==> images/metal_stack.png <==
Only two layers are drawn.
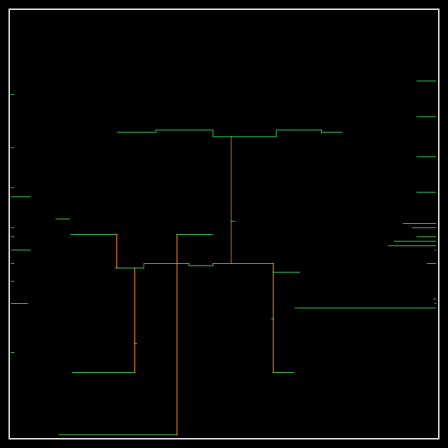
==> images/final_congestion.png <==
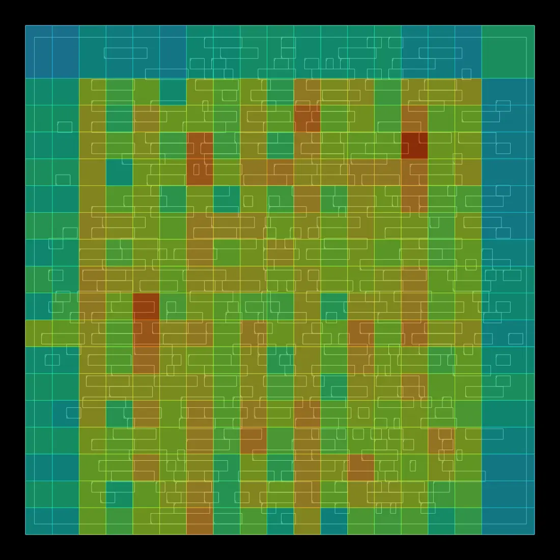
==> images/gate_families.png <==
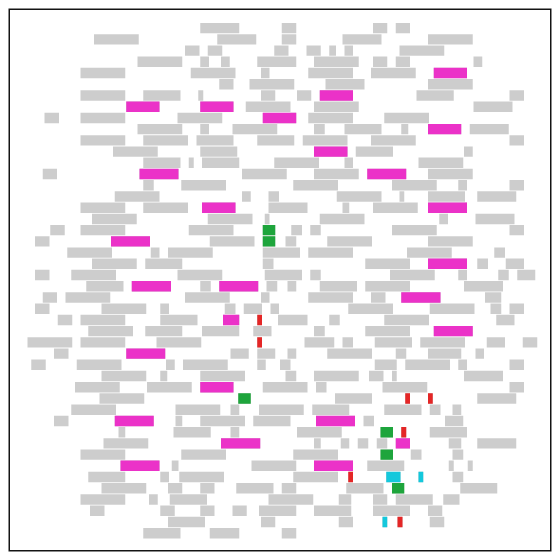
==> images/registers.png <==
Scale bar: 50 um. Other sequential cells in the stronger gray, the rest of the logic in the fainter gray.
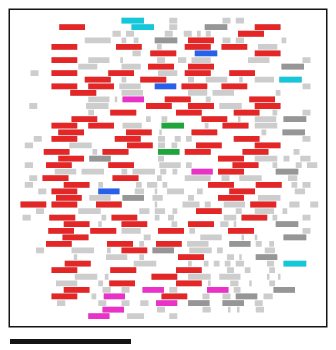
==> config.mk <==
export PLATFORM = sky130hd
export DESIGN_NAME = alu_issue_ctrl
export DESIGN_NICKNAME = d
export VERILOG_FILES = /design/src/rtl/alu_issue_ctrl.sv
export SDC_FILE = /design/constraint.sdc
export NUM_CORES = 1
export LEC_CHECK = 0
export CAP_MARGIN = 20
export CELL_PAD_IN_SITES_DETAIL_PLACEMENT = 2
export CELL_PAD_IN_SITES_GLOBAL_PLACEMENT = 2
export CORE_MARGIN = 2
export CORE_UTILIZATION = 30
export DETAILED_ROUTE_END_ITERATION = 10
export MAX_ROUTING_LAYER = met4
export PLACE_DENSITY = 0.55
export SYNTH_ARGS = -nofsm -noshare
export SYNTH_HDL_FRONTEND = slang
export SYNTH_SLANG_ARGS = --single-unit
==> constraint.sdc <==
create_clock -name clk1 -period 2.3 [get_ports clk1]
set_input_delay 0.69 -clock clk1 [delete_from_list [all_inputs] [get_ports clk1]]
set_output_delay 0.69 -clock clk1 [all_outputs]
set_load 0.02 [all_outputs]
==> results.cfg <==
; yosys + openroad results
[outcome]
status = complete, no violations

[sta]
min_period_ps = 2210
finalHoldViolations = 0
tns_ps = 0

[global_route]
antenna_found_initial = 0
grt_pass1_wl_um = 16100

[yosys]
synth_seq_share_pct = 77.6
top_cell_area_share_pct = 59.7
common_cells = 96 x edfxtp_1, 21 x dfrtp_1, 15 x and2_1, 15 x mux4_1, 13 x dfstp_2
fp_nets = 254
synth_warnings = 0

[setup_path]
endpoint_kind = primary output
crit_cells = 1

[place]
portBuffers = 54

[clock_tree]
cts_max_path_buffers = 2
cts_sinks = 130

[finish]
design_area_um2 = 6400
area_growth_pct = 32.5
nClkBuffers = 18

[floorplanning]
fp_util_pct = 30.5

[pwr]
worst_ir_drop_vdd_mv = 0.606

[worst_hold_path]
hold_path.class = input pin to async pin

[drt]
drt_iter0_drc = 223
Notes on metal_stack.png above:
color	layer	wire length
green	met3	366 um
orange	met4	175 um
Vias: 2356
WL per Instance: 18.8 um
total wire length: 10200 um

Notes on final_congestion.png above:
M1 GR Usage: 16.1%
global route hottest layer: met2
total global-route track usage: 13.9%
M2 GR Usage: 22.2%
met3 Track Usage GR: 4.40%

Notes on gate_families.png above:
color	family	cells	most used
cyan	NOR gates	3	nor2_1
red	inverters	7	inv_1
magenta	multiplexers	26	mux4_1
green	XOR/XNOR gates	6	xnor2_1
logic share of the area: 15.7%
final std cells w/o fill: 544
Commonest Layout Cell: edfxtp_1

Notes on registers.png above:
color	netlist name	placed flops
cyan	`addr2`	4
green	`rd_ptr`	2
red	`fifo_mem`	96
blue	`func`	3
magenta	`memaddr`	8
not colored	17
sequential fraction of total cell area: 58.6%
flip-flop and latch power: 3310 uW
FF+latch area: 3750 um^2

## cells by family (layout without fill, tap and decap cells)
family,count (synthesis),in the layout
other cells,1,1
fa+ha+maj,6,6
mux,26,26
xor+xnor,6,6
flops,130,130
simple gates,34,34
buf+inv,15,122
compound gates,3,3
## routing by layer
| metal | track usage (%) | share of wire [%] |
|---|---|---|
| met1 | 16.1 | 42 |
| met2 | 22.2 | 53 |
| met3 | 4.40 | 3.6 |
| met4 | 6.20 | 1.7 |
| met5 | - | 0 |
## repair_timing
item,in CTS,in global routing
setup endpoints to repair,3,1
buffers inserted,0,1
gates resized,9,4
pin swaps,2,3
## report_power, final
group,total (uW),switching [uW],internal [uW]
clock network,2520,959,1560
registers,3310,211,3100
logic,2400,1150,1250
total,8230,2320,5910
Power and IR drop assume default switching activity.
